run_1/ff_map.png
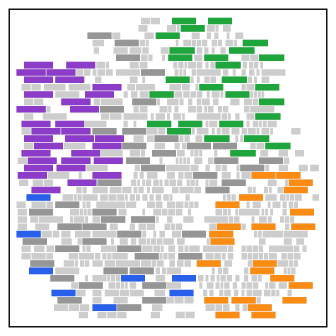
run_1/layers.png
The bar under the picture is 20 µm long.
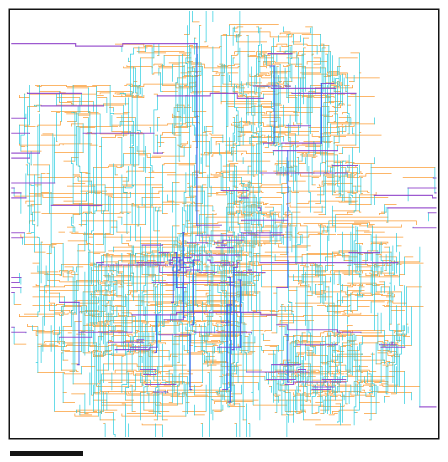
run_1/clock_nets.png
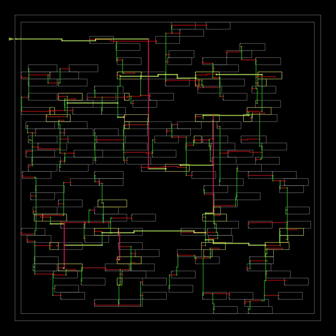
## src/rtl/dht11_sched_pkg.sv

```systemverilog
// dht11_sched_pkg: states, command/response codes and response formatting for the DHT11 request scheduler
package dht11_sched_pkg;

    typedef enum logic [2:0] {S_IDLE, S_START, S_WAIT, S_SEND0, S_SEND1} state_t;

    localparam logic [7:0] CMD_STATUS = 8'h00;
    localparam logic [7:0] CMD_TEMP   = 8'h01;
    localparam logic [7:0] CMD_HUM    = 8'h02;

    localparam logic [7:0] RSP_OK   = 8'h07;
    localparam logic [7:0] RSP_ERR  = 8'h1F;
    localparam logic [7:0] RSP_TEMP = 8'h09;
    localparam logic [7:0] RSP_HUM  = 8'h08;
    localparam logic [7:0] RSP_INV  = 8'hFF;

    function automatic logic cmd_known(input logic [7:0] code);
        return code <= CMD_HUM;
    endfunction

    // {byte0, byte1} of the answer; a failed read answers every known command with RSP_ERR
    function automatic logic [15:0] rsp_bytes(input logic [7:0] code, input logic err,
                                              input logic [7:0] temp, input logic [7:0] hum);
        if (!cmd_known(code)) return {RSP_INV, code};
        if (err) return {RSP_ERR, 8'h00};
        return code == CMD_TEMP ? {RSP_TEMP, temp} :
               code == CMD_HUM  ? {RSP_HUM, hum}   : {RSP_OK, 8'h00};
    endfunction

endpackage

```

## src/rtl/sched_cmd_fifo.sv

```systemverilog
// sched_cmd_fifo: command queue; a push into a full queue is taken when a pop happens in the same cycle
module sched_cmd_fifo #(
    parameter int DEPTH = 4,
    parameter int WIDTH = 8
) (
    input  logic             clock,
    input  logic             rst_n,
    input  logic             push,
    input  logic             pop,
    input  logic [WIDTH-1:0] din,
    output logic [WIDTH-1:0] dout,
    output logic             full,
    output logic             empty
);
    localparam int AW = $clog2(DEPTH);

    logic [WIDTH-1:0] mem [DEPTH];
    logic [AW-1:0]    wr_ptr, rd_ptr;
    logic [AW:0]      count;
    logic             do_push, do_pop;

    assign full    = count == (AW+1)'(DEPTH);
    assign empty   = count == '0;
    assign do_pop  = pop && !empty;
    assign do_push = push && (!full || do_pop);
    assign dout    = mem[rd_ptr];

    // storage needs no reset; only slots below count are ever read
    always_ff @(posedge clock)
        if (do_push) mem[wr_ptr] <= din;

    // pointers wrap naturally because DEPTH is a power of two
    always_ff @(posedge clock or negedge rst_n)
        if (!rst_n) begin
            wr_ptr <= '0;
            rd_ptr <= '0;
            count  <= '0;
        end else begin
            wr_ptr <= wr_ptr + AW'(do_push);
            rd_ptr <= rd_ptr + AW'(do_pop);
            count  <= count + (AW+1)'(do_push) - (AW+1)'(do_pop);
        end

endmodule

```

## src/rtl/dht11_request_scheduler.sv

```systemverilog
// dht11_request_scheduler: queues host commands, rate-limits DHT11 reads via a cache, streams 2-byte answers to uart_tx (CHECKSUM_VERIFY_EN adds frame checksum checking)
module dht11_request_scheduler
    import dht11_sched_pkg::*;
#(
    parameter int MIN_GAP_CYCLES = 100_000_000,
    parameter int TIMEOUT_CYCLES = 5_000_000,
    parameter int FIFO_DEPTH     = 4
) (
    input  logic       clock,
    input  logic       rst_n,
    input  logic       cmd_valid,
    output logic       cmd_ready,
    input  logic [7:0] cmd_code,
    output logic       dht_enable,
    output logic       dht_rst,
    input  logic       dht_readout_done,
    input  logic       dht_error,
    input  logic [7:0] dht_hum_int,
    input  logic [7:0] dht_hum_float,
    input  logic [7:0] dht_temp_int,
    input  logic [7:0] dht_temp_float,
    input  logic [7:0] dht_check_sum,
    output logic       tx_start,
    output logic [7:0] tx_data,
    input  logic       tx_done,
    output logic       busy
);
    localparam int GW = $clog2(MIN_GAP_CYCLES + 1);
    localparam int TW = $clog2(TIMEOUT_CYCLES + 1);

    state_t      state;
    logic [GW-1:0] gap_cnt;
    logic [TW-1:0] tmo_cnt;
    logic [7:0]  head, cur_code, rsp1;
    logic [7:0]  cache_temp_int, cache_temp_float, cache_hum_int, cache_hum_float;
    logic        cache_valid, full, empty, pop, push, allowed, go_read, tx_ack, rd_err, csum_bad;
    logic        unused_bits;

    sched_cmd_fifo #(.DEPTH(FIFO_DEPTH), .WIDTH(8)) u_fifo (
        .clock (clock),
        .rst_n (rst_n),
        .push  (push),
        .pop   (pop),
        .din   (cmd_code),
        .dout  (head),
        .full  (full),
        .empty (empty)
    );

    // the head stays queued while it needs a fresh read that the gap does not yet allow
    assign allowed   = gap_cnt == GW'(MIN_GAP_CYCLES);
    assign pop       = state == S_IDLE && !empty && (!cmd_known(head) || cache_valid || allowed);
    assign go_read   = cmd_known(head) && (!cache_valid || allowed);
    assign cmd_ready = rst_n && (!full || pop);
    assign push      = cmd_valid && cmd_ready;
    assign busy      = state != S_IDLE || !empty;
    assign tx_ack    = tx_done && !tx_start;

`ifdef CHECKSUM_VERIFY_EN
    assign csum_bad = dht_hum_int + dht_hum_float + dht_temp_int + dht_temp_float != dht_check_sum;
`else
    assign csum_bad = 1'b0;
`endif

    assign rd_err      = dht_error || tmo_cnt == TW'(TIMEOUT_CYCLES - 1) || (dht_readout_done && csum_bad);
    assign unused_bits = ^{cache_hum_float, cache_temp_float, dht_check_sum};

    // clocks since the last read start, saturating at the minimum gap
    always_ff @(posedge clock or negedge rst_n)
        if (!rst_n) gap_cnt <= GW'(MIN_GAP_CYCLES);
        else if (dht_rst) gap_cnt <= '0;
        else if (!allowed) gap_cnt <= gap_cnt + GW'(1);

    // request sequencing: pick command, optionally read the sensor, send two bytes
    always_ff @(posedge clock or negedge rst_n)
        if (!rst_n) begin
            state            <= S_IDLE;
            dht_enable       <= 1'b0;
            dht_rst          <= 1'b0;
            tx_start         <= 1'b0;
            tx_data          <= '0;
            rsp1             <= '0;
            cur_code         <= '0;
            tmo_cnt          <= '0;
            cache_valid      <= 1'b0;
            cache_temp_int   <= '0;
            cache_temp_float <= '0;
            cache_hum_int    <= '0;
            cache_hum_float  <= '0;
        end else begin
            dht_rst  <= 1'b0;
            tx_start <= 1'b0;
            case (state)
                S_IDLE:
                    if (pop) begin
                        cur_code <= head;
                        if (go_read) begin
                            state      <= S_START;
                            dht_enable <= 1'b1;
                            dht_rst    <= 1'b1;
                        end else begin
                            {tx_data, rsp1} <= rsp_bytes(head, 1'b0, cache_temp_int, cache_hum_int);
                            tx_start        <= 1'b1;
                            state           <= S_SEND0;
                        end
                    end
                S_START: begin
                    tmo_cnt <= '0;
                    state   <= S_WAIT;
                end
                S_WAIT: begin
                    tmo_cnt <= tmo_cnt + TW'(1);
                    if (rd_err) begin
                        cache_valid     <= 1'b0;
                        {tx_data, rsp1} <= rsp_bytes(cur_code, 1'b1, 8'h00, 8'h00);
                        tx_start        <= 1'b1;
                        state           <= S_SEND0;
                    end else if (dht_readout_done) begin
                        cache_valid      <= 1'b1;
                        cache_temp_int   <= dht_temp_int;
                        cache_temp_float <= dht_temp_float;
                        cache_hum_int    <= dht_hum_int;
                        cache_hum_float  <= dht_hum_float;
                        {tx_data, rsp1}  <= rsp_bytes(cur_code, 1'b0, dht_temp_int, dht_hum_int);
                        tx_start         <= 1'b1;
                        state            <= S_SEND0;
                    end
                end
                S_SEND0:
                    if (tx_ack) begin
                        tx_data  <= rsp1;
                        tx_start <= 1'b1;
                        state    <= S_SEND1;
                    end
                S_SEND1:
                    if (tx_ack) begin
                        dht_enable <= 1'b0;
                        state      <= S_IDLE;
                    end
                default: state <= S_IDLE;
            endcase
        end

endmodule

```

## config.mk

```make
export PLATFORM = sky130hd
export DESIGN_NAME = dht11_request_scheduler
export DESIGN_NICKNAME = d
export VERILOG_FILES = /design/src/rtl/dht11_sched_pkg.sv /design/src/rtl/sched_cmd_fifo.sv /design/src/rtl/dht11_request_scheduler.sv
export SDC_FILE = /design/constraint.sdc
export NUM_CORES = 1
export LEC_CHECK = 0
export CORE_MARGIN = 2
export CORE_UTILIZATION = 55
export DETAILED_ROUTE_END_ITERATION = 8
export PLACE_DENSITY = 0.77
export SYNTH_ARGS = -nofsm -noshare
export SYNTH_HDL_FRONTEND = slang
export SYNTH_HIERARCHICAL = 1
export SYNTH_SLANG_ARGS = --single-unit
```

## constraint.sdc

```tcl
create_clock -name clock -period 5.3 [get_ports clock]
set_input_delay 1.06 -clock clock [delete_from_list [all_inputs] [get_ports clock]]
set_output_delay 1.06 -clock clock [all_outputs]
set_load 0.03 [all_outputs]
```

==> run_results.csv, run 1 <==
group,metric,value,unit
flow_run,drv_cap,0,
sta,slew_headroom,31.6,%
cells_and_area,lay_top_cells,"dfrtp_1 (92), nor2_1 (57), clkdlybuf4s50_1 (41)",
place,hpwl,10600,µm
die,die_w,117,µm
cells_and_area,fill_cells,946,
power,vdd_drop_max,0.310,mV
cts,cts_tree,"yes",
sta,rsz0062_at_grt,"no",
sta,post-route-period-util,89.8,%
sta,slew_viol_final,0,
route,routed.top_layer,"met4",
cells_and_area,drive_gt1_share,17.8,%
power,power,4.33,mW
critical_path,critical_path_class,"flip-flop to primary output",
yosys,edf_count,32,
die,die_area,13700,µm²
critical_path,critPathMaxFanout,9,
yosys,top_area_share,32.8,%
sta,finalWorstSetupSlack,0.543,ns
critical_path,reg2reg_from,"u_fifo/rd_ptr[0]$_DFF_PN0_",
place,place_ws,0.960,ns
global_route,grt_pass1_vias,5383,
power,internal_power,2.70,mW
route,routedWlPerCell,18.3,µm
cts,cts_root_buf,"clkbuf_16",
cells_and_area,antenna_cells,0,
cts,clkTransAtPathRegs,0.06,ns
power,p_switching,1.63,mW
flow_run,warning_count,51,
global_route,grt_max_degree,58,
cells_and_area,final_cells,856,
critical_path,cp.arrival,3.70,ns
power,switching_share,37.6,%
die,die_y,117,µm
critical_path,end_kind,"primary output",
status,status,"finished, final reports clean",
critical_path,cp.depth,6,
sta,hold_slack,0.511,ns
yosys,ys_types,75,
sta,fmax,210,MHz
critical_path,path_cells,"mux4_2 > nor4_2 > nand3_1 > o31ai_1 > a21boi_0 > clkdlybuf4s50_1",
critical_path,r2r-end,"u_fifo/count[2]$_DFF_PN0_",
global_route,grt-ovfl-total,0,
cells_and_area,finalNetCount,732,
yosys,async_reset_ff_share,76.5,%
yosys,yosysWarnings,6,
critical_path,rrSetupSlack,1.01,ns
power,p_leak,3.12,nW
sta,tightestPinTransition,1.02,ns
yosys,synth_top_cell_by_area,"dfrtp_1",
cells_and_area,logic_area,3200,µm²
cts,cts_buffer_depth,2,
critical_path,cp-endpoint,"cmd_ready",
critical_path,max_stage_delay,0.66,ns
critical_path,cpLargestDelayFamily,"simple AND/OR/NAND/NOR gates",
route,wirelength,15700,µm
route,wl_met3,933,µm
yosys,syn-instance-count,637,
cells_and_area,syn2layout_area_growth,15.5,%
place,io_buffers,42,
die,row_count,41,
place,placed_cells,824,
cts,h-tree-depth,4,
hold_path,min_path_type,"flip-flop to flip-flop",
yosys,synth_area,7020,µm²
power,p_comb_share,38.4,%
Back to the opening pictures, ff_map.png:
green -> gap_cnt  # placed flops 27
orange -> tmo_cnt  # placed flops 23
blue -> cache_temp_int  # placed flops 8
purple -> u_fifo/mem  # placed flops 32
Final Core Density: 64.8%
register area: 3580 µm²
flop share of the area: 44.1%

Back to the opening pictures, layers.png:
purple -> M3  # wire length 933 µm
blue -> M4  # wire length 341 µm
cyan -> M2  # wire length 7,790 µm
orange -> M1  # wire length 6,590 µm

Back to the opening pictures, clock_nets.png:
CTS sink cnt: 136
Seq cells: 136
clock buffers: 17
clk_skew: 0.00914 ns
Skew-Pair Late Insertion Delay: 0.43 ns

[run 1: power by group through the flow]
stage	combinational, mW	clock (mW)	sequential, mW
final	1.66	1.10	1.57
after floorplan	1.24	0	1.53
after CTS	1.65	1.11	1.57
after global placement	1.60	0	1.57
after detailed placement	1.64	0	1.58
after global routing	1.81	1.16	1.61
[run 1: area by class of cell]
cell class | count | share of cell area (%)
multi-input combinational | 446 | 39.4
clock buffer | 17 | 5.25
inverter | 17 | 0.787
clock inverter | 15 | 1.60
timing repair buffer | 53 | 6.17
sequential | 136 | 44.1
tap | 172 | 2.65
[run 1: worst min path at each step]
| stage | start | endpoint | slack, ns |
|---|---|---|---|
| after floorplan | tmo_cnt[11]$_DFFE_PN0P_ | tmo_cnt[11]$_DFFE_PN0P_ | 0.46 |
| after global placement | tmo_cnt[11]$_DFFE_PN0P_ | tmo_cnt[11]$_DFFE_PN0P_ | 0.49 |
| after detailed placement | cache_temp_int[5]$_DFFE_PN0P_ | cache_temp_int[5]$_DFFE_PN0P_ | 0.49 |
| after CTS | cache_temp_int[5]$_DFFE_PN0P_ | cache_temp_int[5]$_DFFE_PN0P_ | 0.51 |
| after global routing | cache_temp_int[5]$_DFFE_PN0P_ | cache_temp_int[5]$_DFFE_PN0P_ | 0.53 |
| final | cache_hum_int[2]$_DFFE_PN0P_ | cache_hum_int[2]$_DFFE_PN0P_ | 0.51 |
[run 1: routing by layer]
| layer | GRT usage [%] | vias to the layer above |
|---|---|---|
| met3 | 6.59 | 39 |
| li1 | - | 2453 |
| met1 | 32.1 | 2655 |
| met5 | 0 | - |
| met2 | 40.3 | 210 |
| met4 | 9.25 | 0 |
[run 1: stage by stage]
stage | util [%] | cell area, µm²
floorplan | - | 7020
global placement | 60.3 | 7550
detailed placement | 60.3 | 7550
CTS | 64.8 | 8110
global route | 64.8 | 8110
finish | 64.8 | 8110
[run 1: synthesized netlist by cell type, drive strengths merged, types with 7 or more instances]
cell type and instances:
xnor2 14, dfstp 12, clkbuf 26, mux2 30, mux4 8, nand4 14, nor2 58, nand3 27
and3 9, o41ai 7, edfxtp 32, xor2 15, o2111ai 8, nand2 34, or3 9, buf 12
inv 17, nor2b 12, nor3 17, a21oi 30, nor4 17, a22oi 7, o21ai 39, dfrtp 92
[run 1: cells by family after synthesis]
| kind of cell | count (synthesis) | synth area share [%] |
|---|---|---|
| AND/OR/NAND/NOR | 231 | 18.1 |
| AND-OR/OR-AND | 137 | 13.9 |
| flip-flops | 136 | 51.0 |
| buffers and inverters | 55 | 3.53 |
| multiplexers | 42 | 8.48 |
| XOR/XNOR | 29 | 3.62 |
| adder cells (fa/ha/maj) | 7 | 1.35 |
[run 1: sequential cells by signal, indices dropped and copies added, names as in the netlist, 8 cells and up]
signal and cells:
rsp1 8, cache_hum_int 8, tx_data 8, gap_cnt 27, cur_code 8, tmo_cnt 23
cache_temp_int 8, u_fifo/mem 32
## Run 2: what changed since run 1
- CORE_MARGIN: 2 -> not set
- TNS_END_PERCENT: not set -> 20
==> run_results.csv, run 2 <==
group,metric,value,unit
place,io_buffers,42,
critical_path,critPathBufInv,1,
yosys,ys_sh_mux,8.48,%
critical_path,reg2reg_from,"u_fifo/rd_ptr[0]$_DFF_PN0_",
power,p_comb_share,38.6,%
power,internal_power,2.73,mW
yosys,ys_sh_adder,1.35,%
place,place_ws,0.922,ns
critical_path,rr_worst_depth,12,
global_route,grt_pass1_vias,5266,
sta,rsz0062_at_grt,"no",
sta,slew_headroom,24.9,%
cts,cts_tree,"yes",
yosys,top_cells_by_count,"dfrtp_1 (92), nor2_1 (58), o21ai_0 (38)",
die,die_y,115,µm
cts,cts_buffer_depth,2,
route,routedWlPerCell,18.6,µm
critical_path,critPathMaxFanout,9,
critical_path,r2r-end,"u_fifo/count[2]$_DFF_PN0_",
cells_and_area,largest_reg_flops,32,
die,row_count,40,
yosys,ys_types,75,
hold_path,hold_end,"cache_hum_int[5]$_DFFE_PN0P_",
yosys,xor_share,3.62,%
route,drcViolationCount,0,
global_route,grt_max_degree,63,
sta,tightestPinTransition,1.12,ns
yosys,topCombFamilyByArea,"simple AND/OR/NAND/NOR gates",
cts,clkTransAtPathRegs,0.06,ns
power,switching_share,36.7,%
critical_path,critical_path_class,"flip-flop to primary output",
sta,post-route-period-util,90.8,%
yosys,syn-instance-count,637,
cells_and_area,drive_gt1_share,16.6,%
place,hpwl,10700,µm
sta,finalWorstSetupSlack,0.486,ns
sta,slew_viol_final,0,
cts,cts_sinks,136,
yosys,synth_area,7020,µm²
yosys,top_cell,"dfrtp_1",
cells_and_area,lay_top_cells,"dfrtp_1 (92), nor2_1 (57), clkdlybuf4s50_1 (41)",
critical_path,cp.arrival,3.75,ns
yosys,edf_count,32,
critical_path,rrSetupSlack,0.91,ns
cells_and_area,fill_cells,946,
yosys,yosys.area_share.simple,18.1,%
power,p_leak,3.10,nW
power,vdd_drop_max,0.496,mV
critical_path,max_stage_delay,0.67,ns
sta,hold_slack,0.508,ns
power,power,4.31,mW
hold_path,min_path_type,"flip-flop to flip-flop",
route,wirelength,15800,µm
yosys,top_area_share,32.8,%
cells_and_area,logic_area,3200,µm²
die,die_w,115,µm
status,status,"finished, final reports clean",
sta,fmax,208,MHz
cells_and_area,antenna_cells,0,
cells_and_area,finalNetCount,730,
critical_path,end_kind,"primary output",
global_route,grt-ovfl-total,0,
yosys,yosysWarnings,6,
cells_and_area,top_regs,"u_fifo/mem (32), gap_cnt (27), tmo_cnt (23)",
die,die_area,13200,µm²
cells_and_area,syn2layout_area_growth,15.0,%
hold_path,hold_path.startpoint,"cache_hum_int[5]$_DFFE_PN0P_",
power,p_switching,1.58,mW
cts,cts_root_buf,"clkbuf_16",
yosys,compound_area_share,13.9,%
flow_run,drv_cap,0,
cells_and_area,largest_register,"u_fifo/mem",
## run 2: layout make-up
| class | count | area share, % |
|---|---|---|
| tap | 168 | 2.60 |
| timing repair buffer | 51 | 6.01 |
| sequential | 136 | 44.3 |
| inverter | 17 | 0.791 |
| multi-input combinational | 446 | 39.6 |
| clock buffer | 27 | 6.11 |
| clock inverter | 4 | 0.558 |
## run 2: kinds of logic (layout without fill, tap and decap cells)
family / Yosys count / after routing
and+or+nand+nor: 231 / 231
AOI/OAI and AO/OA: 137 / 137
adders and majority gates: 7 / 7
buffers and inverters: 55 / 99
muxes: 42 / 42
DFF: 136 / 136
xor gates and xnor gates: 29 / 29
## run 2: power by group through the flow
stage / Combinational (mW) / Sequential, mW / Clock (mW)
after global placement: 1.59 / 1.56 / 0
final: 1.66 / 1.57 / 1.08
after detailed placement: 1.64 / 1.58 / 0
after floorplan: 1.24 / 1.53 / 0
after global routing: 1.80 / 1.60 / 1.14
after CTS: 1.66 / 1.56 / 1.10
## run 2: metrics by stage
stage / cells / util [%] / instance area, µm²
finish: 849 / 66.1 / 8070
global route: 849 / 66.1 / 8070
CTS: 849 / 66.1 / 8070
detailed placement: 818 / 61.7 / 7530
global placement: 818 / 61.7 / 7530
floorplan: 637 / - / 7020
## run 2: worst max-delay path by stage
stage / start / cells after the start / endpoint / slack (ns)
after floorplan: u_fifo/rd_ptr[0]$_DFF_PN0_ / 13 / u_fifo/count[2]$_DFF_PN0_ / 1.62
after global placement: u_fifo/rd_ptr[0]$_DFF_PN0_ / 6 / cmd_ready / 0.94
after detailed placement: u_fifo/rd_ptr[0]$_DFF_PN0_ / 6 / cmd_ready / 0.92
after CTS: u_fifo/rd_ptr[0]$_DFF_PN0_ / 6 / cmd_ready / 0.44
after global routing: u_fifo/rd_ptr[0]$_DFF_PN0_ / 6 / cmd_ready / 0.23
final: u_fifo/rd_ptr[0]$_DFF_PN0_ / 6 / cmd_ready / 0.49
## run 2: worst register-to-register path, delay by kind of cell, from the launching register on
family          cells  cell delay, ns
buf+inv             2            0.42
compound gates      2            0.65
xor+xnor            2            0.33
fa+ha+maj           2            0.59
simple gates        3            1.02
mux                 1            0.64
flops               1            0.67
## run 2: metal layers
| layer | global-route usage, % | vias to the layer above | routed length, µm |
|---|---|---|---|
| met3 | 6.64 | 14 | 787 |
| met2 | 42.9 | 166 | 7900 |
| met4 | 8.83 | 0 | 205 |
| met1 | 33.8 | 2602 | 6920 |
| met5 | 0 | - | 0 |
| li1 | - | 2439 | - |
run_2/clock_nets.png
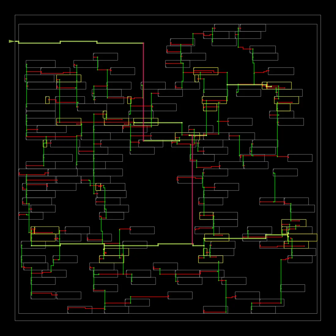
clk_skew: 0.00596 ns
clk pwr: 1.08 mW
Skew-Pair Late Insertion Delay: 0.41 ns
Num CTS Buffers: 17
clock buffers: 27

Power figures rest on the tool's default switching activity, not on a simulated workload.
